==> src/rtl/servo_motion_sequencer_pkg.sv <==
// -----------------------------------------------------------------------------
// servo_pkg
// Shared definitions for the servo motion sequencer:
//   - controller state encoding (IDLE / MOVE / SETTLE)
//   - joint count, the "home all joints" command code, default home position
//   - helpers for clamping a requested position and ramping one joint
// -----------------------------------------------------------------------------
package servo_pkg;

  localparam int         NUM_JOINTS   = 3;
  localparam logic [1:0] JOINT_ALL    = 2'd3;
  localparam logic [7:0] HOME_DEFAULT = 8'd128;

  typedef logic [7:0] pos_t;

  typedef enum logic [1:0] {
    ST_IDLE   = 2'd0,
    ST_MOVE   = 2'd1,
    ST_SETTLE = 2'd2
  } state_t;

  // Limit a requested position to the legal window [lo, hi].
  function automatic pos_t clamp_pos(input pos_t req, input pos_t lo, input pos_t hi);
    if (req < lo) return lo;
    if (req > hi) return hi;
    return req;
  endfunction

  // One frame of motion for a single joint: move by at most 'step' toward
  // 'tgt'. The difference is taken as 9-bit signed so both directions are
  // exact; when the remaining distance is within one step the joint lands
  // exactly on target, so it can never overshoot or wrap.
  function automatic pos_t step_toward(input pos_t cur, input pos_t tgt, input pos_t step);
    logic signed [8:0] diff;
    logic signed [8:0] step_s;
    diff   = $signed({1'b0, tgt}) - $signed({1'b0, cur});
    step_s = $signed({1'b0, step});
    if (diff > step_s)  return cur + step;
    if (diff < -step_s) return cur - step;
    return tgt;
  endfunction

endpackage

==> src/rtl/servo_motion_sequencer_if.sv <==
// -----------------------------------------------------------------------------
// servo_motion_sequencer_if
// Command handshake into the servo motion sequencer.
//   cmd_valid  : command present (master -> slave)
//   cmd_ready  : sequencer can accept a command (slave -> master)
//   cmd_joint  : target joint 0..2, JOINT_ALL = home every joint
//   cmd_pos    : requested position (ignored for JOINT_ALL)
// A command transfers on a clock edge where cmd_valid and cmd_ready are high.
// -----------------------------------------------------------------------------
interface servo_motion_sequencer_if;
  import servo_pkg::*;

  logic       cmd_valid;
  logic       cmd_ready;
  logic [1:0] cmd_joint;
  pos_t       cmd_pos;

  modport master (output cmd_valid, output cmd_joint, output cmd_pos, input  cmd_ready);
  modport slave  (input  cmd_valid, input  cmd_joint, input  cmd_pos, output cmd_ready);
endinterface

==> src/rtl/servo_motion_sequencer_frame_tick_gen.sv <==
// -----------------------------------------------------------------------------
// frame_tick_gen
// Free-running servo frame divider. Counts 0..FRAME_DIV-1 and raises 'tick'
// for the single cycle in which the count is FRAME_DIV-1. Only reset
// restarts the count; command traffic never does.
//   clk  : system clock
//   rst  : synchronous active-high reset (count returns to 0)
//   tick : one-cycle frame strobe
// -----------------------------------------------------------------------------
module frame_tick_gen #(
  parameter int FRAME_DIV = 1000000
) (
  input  logic clk,
  input  logic rst,
  output logic tick
);

  localparam int            CW   = (FRAME_DIV > 1) ? $clog2(FRAME_DIV) : 1;
  localparam logic [CW-1:0] LAST = CW'(FRAME_DIV - 1);

  logic [CW-1:0] cnt_q;

  // NOTE: sequential state uses non-blocking (<=) so every register samples
  // the pre-edge values of its neighbours, matching real flip-flops.
  always_ff @(posedge clk) begin
    if (rst)                cnt_q <= '0;
    else if (cnt_q == LAST) cnt_q <= '0;
    else                    cnt_q <= cnt_q + CW'(1);
  end

  assign tick = (cnt_q == LAST);

endmodule

==> src/rtl/servo_motion_sequencer.sv <==
// -----------------------------------------------------------------------------
// servo_motion_sequencer
// Accepts one joint-position command at a time and ramps the three servo
// position registers toward their targets by at most STEP per servo frame,
// then holds for SETTLE_FRAMES frames before signalling completion.
//   clk, rst    : clock and synchronous active-high reset
//   cmd         : command handshake (slave side), see servo_motion_sequencer_if
//   pos0..pos2  : registered joint positions, one per servo PWM channel
//   busy        : high while moving or settling
//   done        : one-cycle pulse, the cycle the controller returns to IDLE
//   cmd_err     : one-cycle pulse the cycle after an accepted command whose
//                 position had to be clamped (the clamped move still runs)
// -----------------------------------------------------------------------------
module servo_motion_sequencer
  import servo_pkg::*;
#(
  parameter int FRAME_DIV     = 1000000,
  parameter int STEP          = 2,
  parameter int POS_MIN       = 0,
  parameter int POS_MAX       = 255,
  parameter int HOME          = int'(HOME_DEFAULT),
  parameter int SETTLE_FRAMES = 3
) (
  input  logic                     clk,
  input  logic                     rst,
  servo_motion_sequencer_if.slave  cmd,
  output pos_t                     pos0,
  output pos_t                     pos1,
  output pos_t                     pos2,
  output logic                     busy,
  output logic                     done,
  output logic                     cmd_err
);

  localparam pos_t STEP_P = pos_t'(STEP);
  localparam pos_t POS_LO = pos_t'(POS_MIN);
  localparam pos_t POS_HI = pos_t'(POS_MAX);
  localparam pos_t HOME_P = pos_t'(HOME);

  // A zero settle time is treated as a single frame so the counter compare
  // stays well formed.
  localparam int               SETTLE_N = (SETTLE_FRAMES < 1) ? 1 : SETTLE_FRAMES;
  localparam int               SC_W     = (SETTLE_N > 1) ? $clog2(SETTLE_N) : 1;
  localparam logic [SC_W-1:0]  SC_LAST  = SC_W'(SETTLE_N - 1);

  state_t          state_q, state_d;
  pos_t            pos_q    [NUM_JOINTS];
  pos_t            target_q [NUM_JOINTS];
  pos_t            pos_step [NUM_JOINTS];
  logic [SC_W-1:0] settle_q;
  logic            frame_tick;
  logic            accept;
  logic            all_arrive;
  pos_t            req_clamped;

  frame_tick_gen #(.FRAME_DIV(FRAME_DIV)) u_frame_tick_gen (
    .clk  (clk),
    .rst  (rst),
    .tick (frame_tick)
  );

  assign cmd.cmd_ready = (state_q == ST_IDLE);
  assign accept        = cmd.cmd_valid && (state_q == ST_IDLE) && !rst;
  assign req_clamped   = clamp_pos(cmd.cmd_pos, POS_LO, POS_HI);
  assign busy          = (state_q == ST_MOVE) || (state_q == ST_SETTLE);

  // Next position of every joint if this cycle is a frame tick, and whether
  // that update leaves every joint on target (decides MOVE -> SETTLE, which
  // also covers a command that was already at target).
  // NOTE: every combinational output gets a default before any branch; a path
  // that leaves a signal unassigned would infer a latch.
  always_comb begin
    all_arrive = 1'b1;
    for (int j = 0; j < NUM_JOINTS; j++) begin
      pos_step[j] = step_toward(pos_q[j], target_q[j], STEP_P);
      if (pos_step[j] != target_q[j]) all_arrive = 1'b0;
    end
  end

  // Controller next state. done is decoded here so that it is high in the
  // same cycle the state leaves SETTLE; a held command is then taken on the
  // following cycle, once cmd_ready is back.
  always_comb begin
    state_d = state_q;
    done    = 1'b0;
    case (state_q)
      ST_IDLE:   if (accept) state_d = ST_MOVE;
      ST_MOVE:   if (frame_tick && all_arrive) state_d = ST_SETTLE;
      ST_SETTLE: if (frame_tick && settle_q == SC_LAST) begin
                   state_d = ST_IDLE;
                   done    = !rst;
                 end
      default:   state_d = ST_IDLE;
    endcase
  end

  always_ff @(posedge clk) begin
    if (rst) state_q <= ST_IDLE;
    else     state_q <= state_d;
  end

  // Positions, targets, settle counter and the clamp flag. Reset snaps every
  // joint home immediately, which also aborts any motion in progress.
  // NOTE: the position/target arrays are reset element by element; they are
  // a handful of flops driving outputs, not a RAM, so a reset value is cheap
  // and required.
  always_ff @(posedge clk) begin
    if (rst) begin
      for (int j = 0; j < NUM_JOINTS; j++) begin
        pos_q[j]    <= HOME_P;
        target_q[j] <= HOME_P;
      end
      settle_q <= '0;
      cmd_err  <= 1'b0;
    end else begin
      cmd_err <= accept && (cmd.cmd_joint != JOINT_ALL) && (req_clamped != cmd.cmd_pos);

      if (accept) begin
        for (int j = 0; j < NUM_JOINTS; j++) begin
          if (cmd.cmd_joint == JOINT_ALL)   target_q[j] <= HOME_P;
          else if (cmd.cmd_joint == 2'(j))  target_q[j] <= req_clamped;
        end
      end

      if (state_q == ST_MOVE && frame_tick) begin
        for (int j = 0; j < NUM_JOINTS; j++) pos_q[j] <= pos_step[j];
      end

      if (state_q != ST_SETTLE) settle_q <= '0;
      else if (frame_tick)      settle_q <= settle_q + SC_W'(1);
    end
  end

  assign pos0 = pos_q[0];
  assign pos1 = pos_q[1];
  assign pos2 = pos_q[2];

endmodule
==> src/flat_wrapper.sv <==
// flat-port wrapper written by rule: the top's interface ports become plain ports
module servo_motion_sequencer_flat import servo_pkg::*;
#(
  parameter int FRAME_DIV     = 1000000,
  parameter int STEP          = 2,
  parameter int POS_MIN       = 0,
  parameter int POS_MAX       = 255,
  parameter int HOME          = int'(HOME_DEFAULT),
  parameter int SETTLE_FRAMES = 3
)
  (clk, rst, pos0, pos1, pos2, busy, done, cmd_err, cmd_cmd_valid, cmd_cmd_joint, cmd_cmd_pos, cmd_cmd_ready);
  servo_motion_sequencer_if cmd_i ();
  input  logic clk;
  input  logic rst;
  output pos_t pos0;
  output pos_t pos1;
  output pos_t pos2;
  output logic busy;
  output logic done;
  output logic cmd_err;
  input wire logic [$bits(cmd_i.cmd_valid)-1:0] cmd_cmd_valid;
  input wire logic [$bits(cmd_i.cmd_joint)-1:0] cmd_cmd_joint;
  input wire logic [$bits(cmd_i.cmd_pos)-1:0] cmd_cmd_pos;
  output wire logic [$bits(cmd_i.cmd_ready)-1:0] cmd_cmd_ready;
  assign cmd_i.cmd_valid = cmd_cmd_valid;
  assign cmd_i.cmd_joint = cmd_cmd_joint;
  assign cmd_i.cmd_pos = cmd_cmd_pos;
  assign cmd_cmd_ready = cmd_i.cmd_ready;
  servo_motion_sequencer #(.FRAME_DIV(FRAME_DIV), .STEP(STEP), .POS_MIN(POS_MIN), .POS_MAX(POS_MAX), .HOME(HOME), .SETTLE_FRAMES(SETTLE_FRAMES)) u_core (.clk(clk), .rst(rst), .cmd(cmd_i), .pos0(pos0), .pos1(pos1), .pos2(pos2), .busy(busy), .done(done), .cmd_err(cmd_err));
endmodule
==> config.mk <==
export PLATFORM = sky130hd
export DESIGN_NAME = servo_motion_sequencer_flat
export DESIGN_NICKNAME = d
export VERILOG_FILES = /design/src/rtl/servo_motion_sequencer_pkg.sv /design/src/rtl/servo_motion_sequencer_if.sv /design/src/rtl/servo_motion_sequencer_frame_tick_gen.sv /design/src/rtl/servo_motion_sequencer.sv /design/src/flat_wrapper.sv
export SDC_FILE = /design/constraint.sdc
export NUM_CORES = 1
export LEC_CHECK = 0
export ABC_AREA = 0
export CAP_MARGIN = 20
export CORE_MARGIN = 2
export CORE_UTILIZATION = 45
export DETAILED_ROUTE_END_ITERATION = 10
export PLACE_DENSITY_LB_ADDON = 0.25
export SLEW_MARGIN = 30
export SYNTH_ARGS = -nofsm -noshare
export SYNTH_HDL_FRONTEND = slang
export SYNTH_SLANG_ARGS = --single-unit
==> constraint.sdc <==
create_clock -name clk -period 4 [get_ports clk]
set_input_delay 0.4 -clock clk [delete_from_list [all_inputs] [get_ports clk]]
set_output_delay 0.4 -clock clk [all_outputs]
set_load 0.03 [all_outputs]
### Track usage over the die, run 1

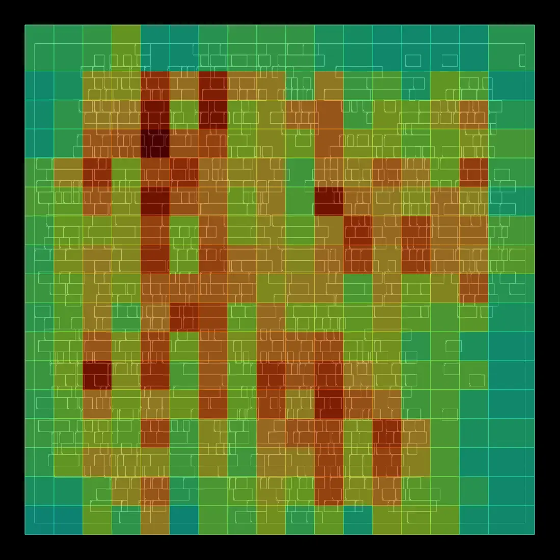
GRT Util Overall: 22.5%
GR Util met3: 3.43%

### Signal wires by layer, run 1

Two of the layers only.
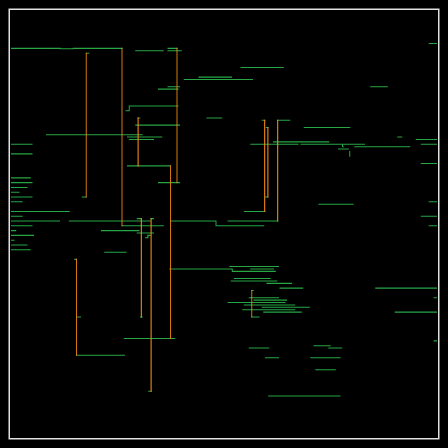
Key: orange = metal 4 [wire length 377 um]; green = metal 3 [wire length 807 um]

==> out/qor.yml, run 1 <==
sw_frac_of_total_pct: 34.4
insertion_delay_ns: 0.33
ys_area_mm2: 0.00620
ys_seq_share_pct: 31.0
yosysCellCount: 713
worstPathArrival_ns: 4.07
holdWs_ns: 0.472
gp_congestion: 0.914
max_stage_delay_ns: 0.48
synth_cell_type_count: 94
syn_area_mm2: 0.00620
p_switching_mw: 0.879
grt_overflow_total: 0
ff_type: "edfxtp_1"
async_flop_share_pct: 0
ys_top_cells_by_count: "nor2_1 (80), edfxtp_1 (48), inv_1 (46), nand2_1 (46), ha_1 (37)"
critPathTopFamily: "AND-OR/OR-AND gates"
final_layout_top_logic_cells: "nor2_1 (78), edfxtp_1 (48), nand2_1 (46), inv_1 (45), clkdlybuf4s50_1 (39)"
pg_comb_mw: 0.892
fin_ws_ns: 0.144
synthToLayoutAreaGrowth_pct: 18.6
edf_count: 48
antenna_cells: 0
path_max_fanout: 7
xor_area_share_pct: 7.57
final_cells: 961
grt_max_degree: 21
slew_violations: 0
adder_share_pct: 7.79
synthTopLogicFamily: "simple AND/OR/NAND/NOR gates"
fmax_mhz: 259
regToRegStartpoint: "u_core.target_q[0][4]"
postLayoutCoreUtil_pct: 55.1
routed_wl_um: 16300
initial_core_util_pct: 46.5
ctsHoldBuffers: 0
topCellsByArea: "edfxtp_1 (23%), dfxtp_1 (7.7%), ha_1 (7.5%)"
cts_max_level: 3
min_period_ns: 3.86
post-synth-top-area-cell: "edfxtp_1"
vias_per_cell: 5.92
core_area_mm2: 0.0133
antenna_found_initial: 0
final_area_mm2: 0.00736
clock_tree.root_cell: "clkbuf_16"
drtAntennaViolNets: 0
rrSetupSlack_ns: 0.14
r2r_cells: 12
clk-power_mw: 0.787
cts-resized-gates: 3
dp_hpwl_um: 12500
synth_nets: 764
power.total_mw: 2.56
vdd_drop_max_v: 0.000259
drt_iter0_markers: 372
cts_sinks: 72
yosys.area_share.simple_pct: 25.7
hold_viol: 0
crit_chain: "ha_2 -> nand4_1 -> a211o_1 -> a211oi_4 -> nand4b_1 -> o21ai_2 -> o311ai_2 -> mux2_2 -> a2111oi_2 -> o2111a_2 -> a2111oi_1 -> nand4b_1"
crit_start: "u_core.target_q[0][4]"
slowest_stage: "edfxtp_1"
r2r-end: "u_core.state_q[0]"
mux_area_share_pct: 1.84
num_rows: 42
wl_per_cell_um: 17.0
nets: 831
top_cell: "nor2_1"
status: "finished clean"
portBuffers: 39
min_path_type: "flip-flop to flip-flop"
dieArea_mm2: 0.0147
place_ws_ns: -0.187
synth.avg_cell_area_um2: 8.70
min-delay-start: "u_core.u_frame_tick_gen.cnt_q[0]"
die_y_um: 121
dpl_cell_area_mm2: 0.00690
numCtsBuffers: 9
seq_power_mw: 0.879
p_comb_share_pct: 34.9
crit_type: "flip-flop to flip-flop"
syn_inst: 713
crit_buf_inv: 0
crit_path_frequent_cell: "nand4b_1"
clk_pin_slew_ns: 0.06
cts_tree: "built"
tns_ns: 0
drcViolationCount: 0
worstHoldPathCells: 1
synth-seq-cells: 72
setup_viol: 0
p_leak_nw: 2.77
power_frac_clock_pct: 30.8
ys_sh_aoi_pct: 20.8
required_ns: 4.21
layout_top_cell: "nor2_1"
slew_headroom_pct: 37.7
dr.pass1.iters: 7
drv_cap: 0
power_leader: "combinational cells"
fp.dieW_um: 121
endpoint_kind: "flip-flop"
grt_pass1_wl_um: 26600
grt_pass1_vias: 5506
drive_above_1_share_pct: 13.6
reg_top3: "u_core.pos_q: 24 flops, u_core.target_q: 24 flops, u_core.u_frame_tick_gen.cnt_q: 20 flops"
cts_buffer_depth: 2
post-place-cells: 939
finClkSkew_ns: 0.00675
worstMarginPinSlew_ns: 0.926
min_to: "u_core.u_frame_tick_gen.cnt_q[0]"
p_seq_share_pct: 34.4
start_kind: "flip-flop"
finalCritPeriodShare_pct: 96.4
p_int_mw: 1.68
ys_warn_count: 0
tool_warnings: 33
vias: 5690
cts_setup_buffers: 0
power_density_mw_per_mm2: 348
yosysTopAreaCellShare_pct: 23.2
ios: 41
### Placement by cell class, run 1

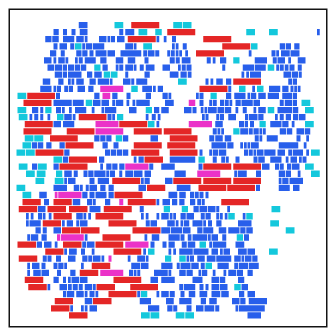
Key: magenta = clock drivers and dummy loads [cells 16]; red = flops [cells 72]; cyan = other buffers and delay cells [cells 75]; blue = combinational and other logic [cells 622]

### Ports around the boundary, run 1

Pins as bars across the die edge, other pins in gray.
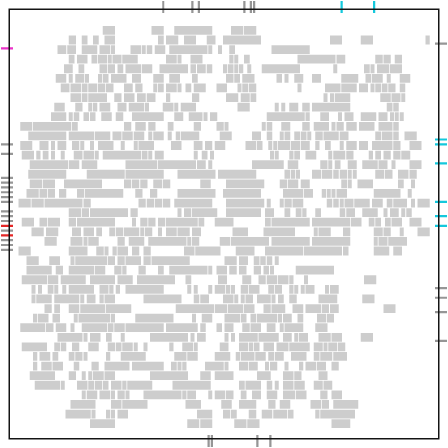
Key: magenta = `clk` [pins 1, direction input, edge left]; red = `cmd_cmd_joint` [pins 2, direction input, edge left]; cyan = `pos1` [pins 8, direction output, edge 6 right, 2 top]
All pins by edge: 18 left, 11 right, 8 top, 4 bottom.

## run 1: cell type report
class | count | area (um2)
fillers | 1257 | 5990
multi-input cells | 576 | 4090
flip-flops and latches | 72 | 1920
repair buffers | 75 | 661
clock buffers | 10 | 229
well taps | 176 | 220
inverters | 46 | 173
clock inverters | 6 | 58.8
## run 1: worst max-delay path by stage
stage                             end  cells after the start
global placement    u_core.state_q[0]                     13
global route        u_core.state_q[0]                     13
detailed placement  u_core.state_q[0]                     13
finish              u_core.state_q[0]                     12
floorplan           u_core.state_q[0]                     14
CTS                 u_core.state_q[0]                     13
## run 1: layer usage
layer	up-vias	share of wire [%]	global-route usage (%)	routed length (um)
met2	166	45	35.8	7380
met5	-	0	0	0
met4	0	2.3	8.69	377
met1	2716	47	30.8	7750
met3	26	4.9	3.43	806
li1	2782	-	-	-
--- run 2 (diff from run 1) ---
CORE_UTILIZATION = 61   (was 45)
### Placement by cell class, run 2

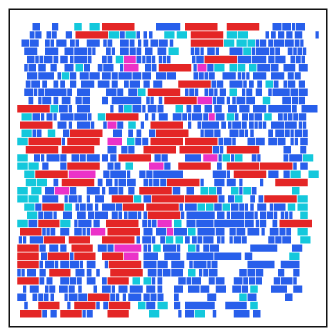
Std-Cell Rows: 36
flop share of the area: 25.9%

==> out/qor.yml, run 2 <==
status: "finished clean"  # unchanged
met2_usage_pct: 46.5  # was 35.8%
final_layout_top_logic_cells: "nor2_1 (79), buf_4 (51), edfxtp_1 (48), nand2_1 (46), inv_1 (43)"  # was nor2_1 (78), edfxtp_1 (48), nand2_1 (46), inv_1 (45), clkdlybuf4s50_1 (39)
mux_area_share_pct: 1.84  # unchanged
post-synth-top-area-cell: "edfxtp_1"  # unchanged
min_period_ns: 3.91  # was 3.86 ns
min-delay-start: "u_core.u_frame_tick_gen.cnt_q[0]"  # unchanged
syn_inst: 713  # unchanged
yosysCellCount: 713  # unchanged
grt_max_degree: 21  # unchanged
endpoint_kind: "flip-flop"  # unchanged
xor_area_share_pct: 7.57  # unchanged
setup_viol: 0  # unchanged
finalCritPeriodShare_pct: 97.7  # was 96.4%
cts_tree: "built"  # unchanged
synth_cell_type_count: 94  # unchanged
critPathTopFamily: "AND-OR/OR-AND gates"  # unchanged
adder_share_pct: 7.79  # unchanged
die_y_um: 105  # was 121 um
clk_pin_slew_ns: 0.09  # was 0.06 ns
drv_cap: 0  # unchanged
drt_iter0_markers: 452  # was 372
post-place-cells: 894  # was 939
ys_seq_share_pct: 31.0  # unchanged
power.total_mw: 2.44  # was 2.56 mW
synthToLayoutAreaGrowth_pct: 19.8  # was 18.6%
power_density_mw_per_mm2: 329  # was 348 mW/mm2
dr.pass1.iters: 5  # was 7
crit_cells: 14  # was 12
dpl_cell_area_mm2: 0.00684  # was 0.00690 mm2
grt_overflow_total: 0  # unchanged
globalRoute.busiestLayer: "met2"  # unchanged
vias_per_cell: 6.34  # was 5.92
cts_sinks: 72  # unchanged
antenna_cells: 0  # unchanged
regToRegStartpoint: "u_core.target_q[0][5]"  # was u_core.target_q[0][4]
topCellsByArea: "edfxtp_1 (23%), dfxtp_1 (7.7%), ha_1 (7.5%)"  # unchanged
ys_area_mm2: 0.00620  # unchanged
rrSetupSlack_ns: 0.09  # was 0.14 ns
fp.dieW_um: 105  # was 121 um
top_layer: "met4"  # unchanged
hold_viol: 0  # unchanged
p_comb_share_pct: 38.7  # was 34.9%
crit_end: "u_core.state_q[0]"  # unchanged
grt_usage_pct: 29.0  # was 22.5%
min_to: "u_core.u_frame_tick_gen.cnt_q[0]"  # unchanged
top_cell: "nor2_1"  # unchanged
ys_sh_aoi_pct: 20.8  # unchanged
r2r_cells: 14  # was 12
holdWs_ns: 0.478  # was 0.472 ns
slew_violations: 0  # unchanged
synth-seq-cells: 72  # unchanged
gp_congestion: 0.939  # was 0.914
initial_core_util_pct: 63.1  # was 46.5%
dieArea_mm2: 0.0110  # was 0.0147 mm2
yosys.area_share.simple_pct: 25.7  # unchanged
min_path_type: "flip-flop to flip-flop"  # unchanged
tns_ns: 0  # unchanged
crit_start: "u_core.target_q[0][5]"  # was u_core.target_q[0][4]
p_int_mw: 1.54  # was 1.68 mW
yosysTopAreaCellShare_pct: 23.2  # unchanged
dr_wl_met3_um: 1190  # was 806 um
p_switching_mw: 0.908  # was 0.879 mW
slew_headroom_pct: 43.4  # was 37.7%
crit_buf_inv: 2  # was 0
p_seq_share_pct: 36.0  # was 34.4%
grt_use_met1_pct: 40.3  # was 30.8%
cts-resized-gates: 5  # was 3
place_ws_ns: -0.222  # was -0.187 ns
synthTopLogicFamily: "simple AND/OR/NAND/NOR gates"  # unchanged
edf_count: 48  # unchanged
final_area_mm2: 0.00743  # was 0.00736 mm2
vdd_drop_max_v: 0.000295  # was 0.000259 V
power_frac_clock_pct: 25.3  # was 30.8%
synth_nets: 764  # unchanged
grt_pass1_vias: 5411  # was 5506
slowest_stage: "edfxtp_1"  # unchanged
syn_area_mm2: 0.00620  # unchanged
clk-power_mw: 0.618  # was 0.787 mW
dp_hpwl_um: 12000  # was 12500 um
pg_comb_mw: 0.946  # was 0.892 mW
power_leader: "combinational cells"  # unchanged
worstMarginPinSlew_ns: 0.848  # was 0.926 ns
ios: 41  # unchanged
synth.avg_cell_area_um2: 8.70  # unchanged
worstPathArrival_ns: 4.21  # was 4.07 ns
portBuffers: 39  # unchanged
drtAntennaViolNets: 0  # unchanged
drt-met1-wl_um: 7270  # was 7750 um
tool_warnings: 33  # unchanged
cts_buffer_depth: 2  # unchanged
cts_setup_buffers: 1  # was 0
fin_ws_ns: 0.0902  # was 0.144 ns
postLayoutCoreUtil_pct: 75.7  # was 55.1%
ctsHoldBuffers: 0  # unchanged
grt_use_met3_pct: 4.62  # was 3.43%
crit_chain: "ha_4 -> nand4_1 -> a211o_1 -> a211oi_4 -> nand4b_1 -> buf_4 -> o2111ai_1 -> o311ai_4 -> mux2_2 -> a2111oi_4 -> o2111a_2 -> buf_4 -> nand4_1 -> nand4b_1"  # was ha_2 -> nand4_1 -> a211o_1 -> a211oi_4 -> nand4b_1 -> o21ai_2 -> o311ai_2 -> mux2_2 -> a2111oi_2 -> o2111a_2 -> a2111oi_1 -> nand4b_1
nets: 844  # was 831
finClkSkew_ns: 0.0109  # was 0.00675 ns
fmax_mhz: 256  # was 259 MHz
ys_warn_count: 0  # unchanged
wl_per_cell_um: 17.7  # was 17.0 um
sw_frac_of_total_pct: 37.1  # was 34.4%
ff_type: "edfxtp_1"  # unchanged
crit_type: "flip-flop to flip-flop"  # unchanged
drive_above_1_share_pct: 16.2  # was 13.6%
drcViolationCount: 0  # unchanged
layout_top_cell: "nor2_1"  # unchanged
routed_wl_um: 16500  # was 16300 um
clock_tree.root_cell: "clkbuf_8"  # was clkbuf_16
r2r-end: "u_core.state_q[0]"  # unchanged
final_cells: 931  # was 961
grt_pass1_wl_um: 26100  # was 26600 um
required_ns: 4.30  # was 4.21 ns
cts_max_level: 3  # unchanged
path_max_fanout: 5  # was 7
antenna_found_initial: 0  # unchanged
insertion_delay_ns: 0.36  # was 0.33 ns
vias: 5899  # was 5690
numCtsBuffers: 9  # unchanged
wl_met2_um: 7720  # was 7380 um
ys_top_cells_by_count: "nor2_1 (80), edfxtp_1 (48), inv_1 (46), nand2_1 (46), ha_1 (37)"  # unchanged
core_area_mm2: 0.00982  # was 0.0133 mm2
p_leak_nw: 2.82  # was 2.77 nW
seq_power_mw: 0.880  # was 0.879 mW
max_stage_delay_ns: 0.51  # was 0.48 ns
start_kind: "flip-flop"  # unchanged
### Clock wires, drivers and flops, run 2

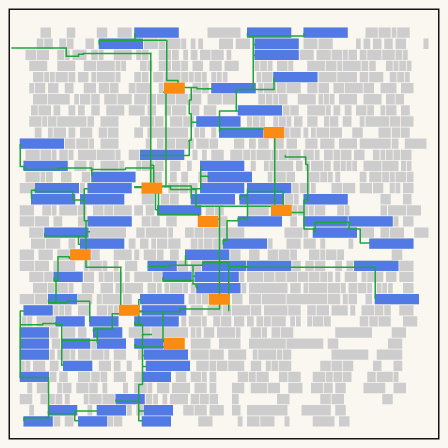
Key: orange = clock drivers [count 9]; green = clock wires [length 929 um]; blue = flip-flops [count 72]
Position of the flops: all over the die. There are 10 routed clock nets.

==> run 2: netlist changes by cell type in the layout (fill, tap and decap cells not counted), moves of 4 or more <==
cell       delta
buf_4        +15
clkbuf_8      +9
clkbuf_16     -7
ha_2          -4
ha_4          +4
==> run 2: area by class of cell <==
class / count / area [um2]
Inverter: 46 / 173
Tap cell: 133 / 166
Sequential cell: 72 / 1920
Clock inverter: 5 / 41.3
Fill cell: 739 / 2390
Clock buffer: 11 / 174
Multi-Input combinational cell: 574 / 4180
Timing Repair Buffer: 90 / 773
--- run 3 (diff from run 2) ---
--- a/config.mk
+++ b/config.mk
@@ -7,5 +7,5 @@
 export LEC_CHECK = 0
 export ABC_AREA = 0
-export CAP_MARGIN = 20
+export CAP_MARGIN = 10
 export CORE_MARGIN = 2
 export CORE_UTILIZATION = 61
==> constraint.sdc (replaced) <==
create_clock -name clk -period 4 [get_ports clk]
set_input_delay 0.8 -clock clk [delete_from_list [all_inputs] [get_ports clk]]
set_output_delay 0.8 -clock clk [all_outputs]
set_load 0.03 [all_outputs]
### Ports around the boundary, run 3

Pins as bars across the die edge, other pins in gray.
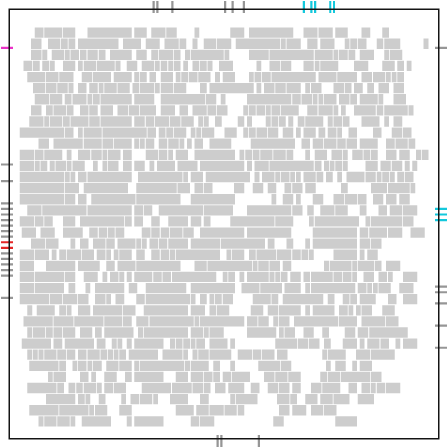
Key: cyan = `pos1` [pins 8, direction output, edge 5 top, 3 right]; red = `cmd_cmd_joint` [pins 2, direction input, edge left]; magenta = `clk` [pins 1, direction input, edge left]
All pins by edge: 18 left, 11 top, 9 right, 3 bottom.

==> out/qor.yml, run 3 <==
status: "finished clean"  # unchanged
drt-met1-wl_um: 7210  # was 7270 um
crit_chain: "ha_1 -> nor2b_4 -> o2111a_1 -> a211o_1 -> or4_4 -> o21ai_4 -> buf_4 -> o32a_2 -> nand4_1 -> o311a_1 -> o2111a_2 -> a2111oi_4 -> nand4b_1"  # was ha_4 -> nand4_1 -> a211o_1 -> a211oi_4 -> nand4b_1 -> buf_4 -> o2111ai_1 -> o311ai_4 -> mux2_2 -> a2111oi_4 -> o2111a_2 -> buf_4 -> nand4_1 -> nand4b_1
drt_iter0_markers: 566  # was 452
ys_top_cells_by_count: "nor2_1 (80), edfxtp_1 (48), inv_1 (46), nand2_1 (46), ha_1 (37)"  # unchanged
ys_sh_aoi_pct: 20.8  # unchanged
dr_wl_met3_um: 1350  # was 1190 um
synth_nets: 764  # unchanged
power_density_mw_per_mm2: 321  # was 329 mW/mm2
initial_core_util_pct: 63.1  # unchanged
ctsHoldBuffers: 0  # unchanged
p_seq_share_pct: 36.6  # was 36.0%
grt_usage_pct: 29.8  # was 29.0%
grt_overflow_total: 0  # unchanged
drtAntennaViolNets: 0  # unchanged
ys_area_mm2: 0.00620  # unchanged
worstHoldPathCells: 1  # unchanged
post-place-cells: 895  # was 894
gp_congestion: 0.933  # was 0.939
cts_buffer_depth: 2  # unchanged
met2_usage_pct: 48.2  # was 46.5%
routed_wl_um: 17300  # was 16500 um
drive_above_1_share_pct: 18.1  # was 16.2%
die_y_um: 105  # unchanged
dpl_cell_area_mm2: 0.00684  # about the same
ff_type: "edfxtp_1"  # unchanged
required_ns: 4.29  # was 4.30 ns
seq_power_mw: 0.879  # was 0.880 mW
place_ws_ns: -0.195  # was -0.222 ns
worstMarginPinSlew_ns: 0.887  # was 0.848 ns
slew_violations: 0  # unchanged
num_rows: 36  # unchanged
p_int_mw: 1.47  # was 1.54 mW
nets: 849  # was 844
insertion_delay_ns: 0.36  # about the same
vdd_drop_max_v: 0.000336  # was 0.000295 V
final_layout_top_logic_cells: "nor2_1 (77), buf_4 (55), edfxtp_1 (48), nand2_1 (46), inv_1 (44)"  # was nor2_1 (79), buf_4 (51), edfxtp_1 (48), nand2_1 (46), inv_1 (43)
synthToLayoutAreaGrowth_pct: 20.5  # was 19.8%
post-synth-top-area-cell: "edfxtp_1"  # unchanged
power_leader: "combinational cells"  # unchanged
grt_pass1_wl_um: 26800  # was 26100 um
layout_top_cell: "nor2_1"  # unchanged
adder_share_pct: 7.79  # unchanged
p_leak_nw: 2.82  # about the same
async_flop_share_pct: 0  # unchanged
cts_tree: "built"  # unchanged
clock_tree.root_cell: "clkbuf_8"  # unchanged
core_area_mm2: 0.00982  # unchanged
globalRoute.busiestLayer: "met2"  # unchanged
edf_count: 48  # unchanged
rrSetupSlack_ns: 0.09  # about the same
tool_warnings: 33  # unchanged
tns_ns: 0  # unchanged
yosys.area_share.simple_pct: 25.7  # unchanged
yosysTopAreaCellShare_pct: 23.2  # unchanged
ys_seq_share_pct: 31.0  # unchanged
hold_viol: 0  # unchanged
finClkSkew_ns: 0.0115  # was 0.0109 ns
portBuffers: 39  # unchanged
final_area_mm2: 0.00747  # was 0.00743 mm2
slowest_stage: "or4_4"  # was edfxtp_1
cts_sinks: 72  # unchanged
ys_warn_count: 0  # unchanged
start_kind: "flip-flop"  # unchanged
xor_area_share_pct: 7.57  # unchanged
reg_top3: "u_core.pos_q: 24 flops, u_core.target_q: 24 flops, u_core.u_frame_tick_gen.cnt_q: 20 flops"  # unchanged
pg_comb_mw: 1.00  # was 0.946 mW
wl_per_cell_um: 18.5  # was 17.7 um
vias_per_cell: 6.46  # was 6.34
syn_inst: 713  # unchanged
clk_pin_slew_ns: 0.09  # about the same
crit_buf_inv: 1  # was 2
postLayoutCoreUtil_pct: 76.1  # was 75.7%
grt_max_degree: 20  # was 21
vias: 6046  # was 5899
synthTopLogicFamily: "simple AND/OR/NAND/NOR gates"  # unchanged
worstPathArrival_ns: 4.20  # was 4.21 ns
path_max_fanout: 4  # was 5
cts-resized-gates: 8  # was 5
synth-seq-cells: 72  # unchanged
topCellsByArea: "edfxtp_1 (23%), dfxtp_1 (7.7%), ha_1 (7.5%)"  # unchanged
power_frac_clock_pct: 21.7  # was 25.3%
cts_max_level: 3  # unchanged
ios: 41  # unchanged
drv_cap: 0  # unchanged
fp.dieW_um: 105  # unchanged
finalCritPeriodShare_pct: 97.8  # was 97.7%
synth.avg_cell_area_um2: 8.70  # unchanged
top_layer: "met4"  # unchanged
grt_pass1_vias: 5547  # was 5411
min_path_type: "flip-flop to flip-flop"  # unchanged
power.total_mw: 2.40  # was 2.44 mW
dieArea_mm2: 0.0110  # unchanged
### Placement by cell class, run 3

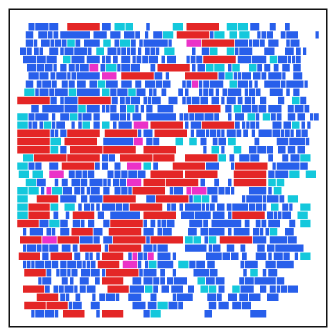
Key: cyan = other buffers and delay cells [cells 94]; magenta = clock drivers and dummy loads [cells 16]; blue = combinational and other logic [cells 621]; red = flops [cells 72]

-- run 3: cell counts after synthesis --
No cell type changed its count.
-- run 3: layout make-up --
cell class,instances,area (um2)
inverters,46,173
clock buffers,9,124
clock inverters,7,45.0
multi-input cells,575,4240
repair buffers,94,803
fillers,692,2340
flip-flops and latches,72,1920
well taps,133,166
-- run 3: worst paths after layout --
check                                                 startpoint                                to
worst max-delay path                       u_core.target_q[0][1]                 u_core.state_q[0]
worst min-delay path            u_core.u_frame_tick_gen.cnt_q[0]  u_core.u_frame_tick_gen.cnt_q[0]
worst max register to register             u_core.target_q[0][1]                 u_core.state_q[0]
worst min register to register  u_core.u_frame_tick_gen.cnt_q[0]  u_core.u_frame_tick_gen.cnt_q[0]
No activity file was given, so power comes from the tool's default toggle rates.
